### Gate-type map

Bar = 20 microns.
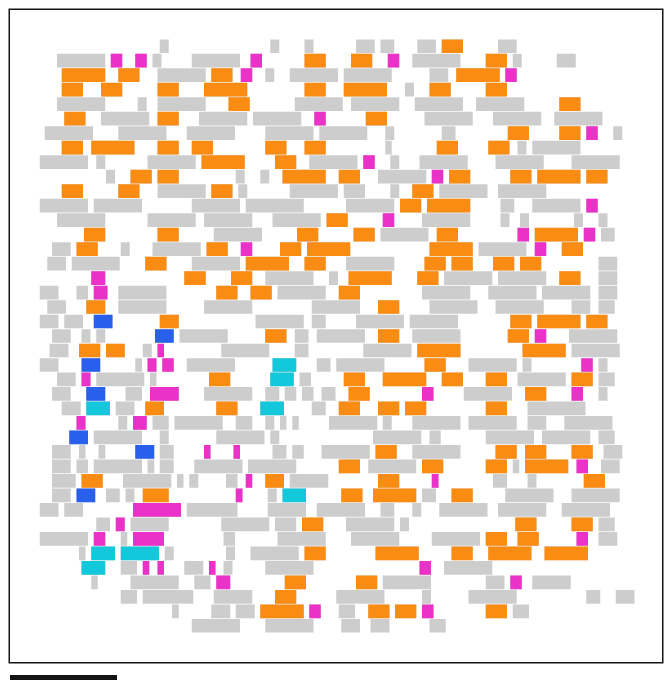
### The metal 1 layer

Bar = 20 microns. Supply wires on this layer in gray.
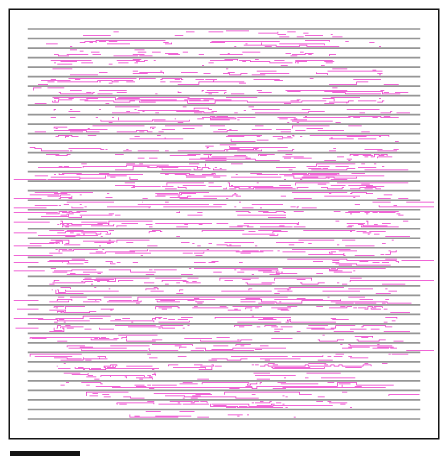
### Met3 routing

Bar = 20 microns. Cells faint in the background.
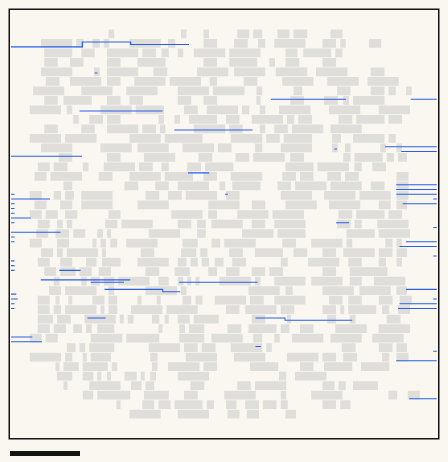
<file path="src/rtl/fetch_stage_if.sv">
// Fetch-stage bus: instruction memory port plus
// the decode-side valid/stall and redirect signals.
interface fetch_stage_if #(
  parameter int ADDR_W = 8
);
  logic [ADDR_W-1:0] imem_addr;
  logic              imem_rd_en;
  logic [15:0]       imem_rdata;
  logic [15:0]       instr_d;
  logic [ADDR_W-1:0] pc_d;
  logic              valid_d;
  logic              stall_d;
  logic              branch_taken;
  logic [ADDR_W-1:0] branch_target;
  logic              halted;

  modport master (
    output imem_addr,
    output imem_rd_en,
    input  imem_rdata,
    output instr_d,
    output pc_d,
    output valid_d,
    input  stall_d,
    input  branch_taken,
    input  branch_target,
    output halted
  );

  modport slave (
    input  imem_addr,
    input  imem_rd_en,
    output imem_rdata,
    input  instr_d,
    input  pc_d,
    input  valid_d,
    output stall_d,
    output branch_taken,
    output branch_target,
    input  halted
  );
endinterface

</file>
<file path="src/rtl/fetch_stage.sv">
// Instruction fetch: sync-read imem driver, prefetch
// queue, redirect flush and halt on zero instruction.
module fetch_stage #(
  parameter int ADDR_W = 8,
  parameter int DEPTH  = 4
) (
  input logic          clk,
  input logic          reset,
  fetch_stage_if.master bus
);
  localparam int PW = $clog2(DEPTH);
  localparam int CW = PW + 1;

  typedef enum logic {RUN, HALT} state_t;

  typedef struct packed {
    logic [15:0]       instr;
    logic [ADDR_W-1:0] pc;
  } entry_t;

  state_t            state;
  entry_t            q [DEPTH];
  logic [ADDR_W-1:0] pc;
  logic [ADDR_W-1:0] inflight_pc;
  logic [PW-1:0]     head;
  logic [PW-1:0]     tail;
  logic [CW-1:0]     count;
  logic              inflight;
  logic              drop;

  logic issue;
  logic push;
  logic pop;
  logic term;
  logic valid;
  logic redir;

  assign redir = bus.branch_taken;
  assign valid = count != '0;

  // Space is reserved at issue time, so a push never overflows.
  assign issue = reset && state == RUN && !redir
              && (count + CW'(inflight)) < CW'(DEPTH);

  assign push = inflight && !drop && !redir;
  assign term = push && bus.imem_rdata == 16'h0000;
  assign pop  = valid && !bus.stall_d && !redir;

  assign bus.imem_addr  = pc;
  assign bus.imem_rd_en = issue;
  assign bus.valid_d    = valid;
  assign bus.instr_d    = valid ? q[head].instr : '0;
  assign bus.pc_d       = valid ? q[head].pc : '0;
  assign bus.halted     = state == HALT;

  always_ff @(posedge clk or negedge reset) begin
    if (!reset) begin
      state       <= RUN;
      pc          <= '0;
      inflight    <= 1'b0;
      inflight_pc <= '0;
      drop        <= 1'b0;
      head        <= '0;
      tail        <= '0;
      count       <= '0;
    end else begin
      inflight <= issue;
      drop     <= issue && term;
      if (issue) begin
        pc          <= pc + ADDR_W'(1);
        inflight_pc <= pc;
      end
      if (redir) begin
        pc    <= bus.branch_target;
        head  <= '0;
        tail  <= '0;
        count <= '0;
        state <= RUN;
      end else begin
        if (push) tail <= tail + PW'(1);
        if (pop) head <= head + PW'(1);
        count <= count + CW'(push) - CW'(pop);
        if (term) state <= HALT;
      end
    end
  end

  always_ff @(posedge clk or negedge reset) begin
    if (!reset) begin
      for (int i = 0; i < DEPTH; i++) q[i] <= '0;
    end else if (push) begin
      q[tail] <= '{instr: bus.imem_rdata, pc: inflight_pc};
    end
  end
endmodule

</file>
<file path="src/flat_wrapper.sv">
// flat-port wrapper written by rule: the top's interface ports become plain ports
module fetch_stage_flat 
#(
  parameter int ADDR_W = 8,
  parameter int DEPTH  = 4
)
  (clk, reset, bus_imem_addr, bus_imem_rd_en, bus_imem_rdata, bus_instr_d, bus_pc_d, bus_valid_d, bus_stall_d, bus_branch_taken, bus_branch_target, bus_halted);
  fetch_stage_if #(.ADDR_W(ADDR_W)) bus_i ();
  input logic clk;
  input logic reset;
  output wire logic [$bits(bus_i.imem_addr)-1:0] bus_imem_addr;
  output wire logic [$bits(bus_i.imem_rd_en)-1:0] bus_imem_rd_en;
  input wire logic [$bits(bus_i.imem_rdata)-1:0] bus_imem_rdata;
  output wire logic [$bits(bus_i.instr_d)-1:0] bus_instr_d;
  output wire logic [$bits(bus_i.pc_d)-1:0] bus_pc_d;
  output wire logic [$bits(bus_i.valid_d)-1:0] bus_valid_d;
  input wire logic [$bits(bus_i.stall_d)-1:0] bus_stall_d;
  input wire logic [$bits(bus_i.branch_taken)-1:0] bus_branch_taken;
  input wire logic [$bits(bus_i.branch_target)-1:0] bus_branch_target;
  output wire logic [$bits(bus_i.halted)-1:0] bus_halted;
  assign bus_imem_addr = bus_i.imem_addr;
  assign bus_imem_rd_en = bus_i.imem_rd_en;
  assign bus_i.imem_rdata = bus_imem_rdata;
  assign bus_instr_d = bus_i.instr_d;
  assign bus_pc_d = bus_i.pc_d;
  assign bus_valid_d = bus_i.valid_d;
  assign bus_i.stall_d = bus_stall_d;
  assign bus_i.branch_taken = bus_branch_taken;
  assign bus_i.branch_target = bus_branch_target;
  assign bus_halted = bus_i.halted;
  fetch_stage #(.ADDR_W(ADDR_W), .DEPTH(DEPTH)) u_core (.clk(clk), .reset(reset), .bus(bus_i));
endmodule
</file>
<file path="config.mk">
export PLATFORM = sky130hd
export DESIGN_NAME = fetch_stage_flat
export DESIGN_NICKNAME = d
export VERILOG_FILES = /design/src/rtl/fetch_stage_if.sv /design/src/rtl/fetch_stage.sv /design/src/flat_wrapper.sv
export SDC_FILE = /design/constraint.sdc
export NUM_CORES = 1
export LEC_CHECK = 0
export ABC_AREA = 0
export ABC_CLOCK_PERIOD_IN_PS = 2700
export CAP_MARGIN = 25
export CELL_PAD_IN_SITES_DETAIL_PLACEMENT = 1
export CELL_PAD_IN_SITES_GLOBAL_PLACEMENT = 1
export CORE_MARGIN = 5
export CORE_UTILIZATION = 45
export CTS_BUF_LIST = sky130_fd_sc_hd__clkbuf_2
export DETAILED_ROUTE_END_ITERATION = 6
export PLACE_DENSITY_LB_ADDON = 0.1
export SLEW_MARGIN = 15
export SYNTH_ARGS = -nofsm -noshare
export SYNTH_HDL_FRONTEND = slang
export SYNTH_SLANG_ARGS = --single-unit
</file>
<file path="constraint.sdc">
create_clock -name clk -period 2.7 [get_ports clk]
set_input_delay 0.27 -clock clk [delete_from_list [all_inputs] [get_ports clk]]
set_output_delay 0.27 -clock clk [all_outputs]
set_load 0.02 [all_outputs]
</file>
==> out/qor.yml <==
clkPwrFrac: 0.184
sw_frac_of_total: 0.3389
route.detailed.drc: 0
endpoint: "bus_instr_d[1]"
synth.avg_cell_area_sq_um: 14.84
pwr-share-seq: 0.451
r2r-start: "u_core.count[1]$_DFF_PN0_"
synth_area_sq_mm: 0.005685
numPortBuffers: 62
io_pins: 63
worst_pin_slew_ns: 0.6660
rsz0062_at_grt: "true"
finalHoldViolCount: 0
internal-power_uw: 3979
core_area_sq_mm: 0.01252
tool_warnings: 32
die-width_microns: 122.4
cp-startpoint: "u_core.head[0]$_DFFE_PN0P_"
tns_ns: 0
critPathLaunchType: "flop"
timing.rr.end: "u_core.count[2]$_DFF_PN0_"
critical_path.max_fanout: 16
critPathKind: "flop to output pin"
setup_violations: 0
yosysMostFrequentCell: "dfrtp_1"
timing.final.max_slew_violations: 0
topCellsByArea: "dfrtp_1 54%, mux2_2 13%, mux4_2 9.5%"
dp_slack_ns: 0.3223
die_h_microns: 122.4
synth-edff-count: 0
drt-vias-per-instance: 5.413
regMostFlops: "u_core.q"
fmax_mhz: 390.3
fin_util: 0.5381
post-route-period-util: 0.9490
fin_skew_ns: 0.02403
hp-start: "bus_branch_target[0]"
switching_power_uw: 2040
status: "finished, final reports clean"
clock-sinks: 122
cts_tree: "yes"
clock.latency.late_pin_ns: 0.68
grt_max_degree: 123
layout_setup_ws_ns: 0.1377
synth_cells: 383
reg2reg_slack_ns: 0.56
root_buffer: "clkbuf_2"
fin_area_sq_mm: 0.006735
rows: 41
netlist.top_cell.by_area: "dfrtp_1"
power_uw: 6019
cap_violations: 0
whs_path_depth: 3
numCtsBuffers: 17
required_ns: 2.43
antenna_found_initial: 0
clk_pin_slew_ns: 0.19
first_iter_violations: 159
hold_path.class: "primary input to flop"
n_antenna_cell: 0
top_cell_area_share: 0.5370
groute.usage.overall: 0.1839
cts_max_level: 4
wire_per_inst_microns: 19.45
synthTopCellsByCount: "122 x dfrtp_1, 65 x mux2_2, 41 x mux2_1"
synthToLayoutAreaGrowth_pct: 18.46
final_cell_mix: "120 x dfrtp_1, 65 x mux2_2, 41 x mux2_1"
largest_reg_flops: 96
holdPathEnd: "u_core.bus.imem_addr[0]$_DFFE_PN0P_"
ant_nets: 0
firstDrtPassIters: 4
yosys_cells: 383
min_period_ns: 2.562
dp.final_hpwl_mm: 8.073
arrival_ns: 2.29
place_area_sq_mm: 0.006541
nets: 493
fp-utilization: 0.4542
syn_nets: 419
grt_pass1_vias: 3800
Back to the opening pictures, 'Gate-type map':
family	color	cells	most used
NOR gates	magenta	48	nor2b_1
AND-OR and OR-AND gates	blue	7	a221o_1
multiplexers	orange	136	mux2_2
adder and majority cells	cyan	8	ha_1

Back to the opening pictures, 'The metal 1 layer':
longest straight run	42.8 microns
main direction	horizontal
nets with wire on the layer	449
share of all routed wire	45%

Back to the opening pictures, 'Met3 routing':
wire length on this layer	469 microns
nets with wire on the layer	43
share of all routed wire	3.8%
longest straight run	25.3 microns
main direction	horizontal
final WL: 12.49 mm
total number of vias: 3475

==> what timing repair did <==
| action | 4_1_cts | 5_1_grt |
|---|---|---|
| endpoints found under the hold margin | 122 | 0 |
| gates resized | 37 | 34 |
| setup buffers | 2 | 0 |
| setup endpoints to repair | 26 | 26 |
| hold buffers | 1 | 0 |
==> metal layers <==
metal	up-vias	track usage	wire [microns]
met5	-	0	0
met4	0	0.06158	146
met3	16	0.04608	468
met2	63	0.2985	6222
met1	1851	0.2425	5653
li1	1545	-	-
==> layout make-up <==
type | count | area (sq um)
multi-input cells | 226 | 2457
clock inverters | 14 | 131.4
clock buffers | 18 | 90.09
flip-flops and latches | 122 | 3055
repair buffers | 81 | 752.0
well taps | 172 | 215.2
fillers | 1282 | 5782
inverters | 9 | 33.78
==> critical path, stage by stage, from the launching register on <==
cell and delay (ns):
dfrtp_1 0.44, buf_12 0.20, mux4_2 0.51, nor2b_1 0.16, clkdlybuf4s15_1 0.29
==> power groups by stage <==
| stage | clock network, uW | registers (uW) | logic [uW] |
|---|---|---|---|
| global route | 1270 | 2790 | 2390 |
| finish | 1110 | 2720 | 2200 |
| detailed placement | 0 | 2750 | 2330 |
| CTS | 1160 | 2710 | 2250 |
| floorplan | 0 | 2630 | 1520 |
| global placement | 0 | 2710 | 2270 |
==> through the flow <==
step / hold slack, ns / instances
after floorplan: -0.02559 / 383
after global placement: 0.4613 / 607
after detailed placement: 0.4728 / 607
after CTS: 0.07756 / 642
after global routing: 0.06376 / 642
final: 0.1773 / 642
==> kinds of logic after synthesis <==
logic type,count (synthesis),synth area share
mux,136,0.3162
flops,122,0.5370
buf+inv,35,0.03279
simple gates,66,0.07152
compound gates,11,0.01584
xor+xnor,5,0.007704
fa+ha+maj,8,0.01893
Power is estimated from default activity; no workload was simulated.
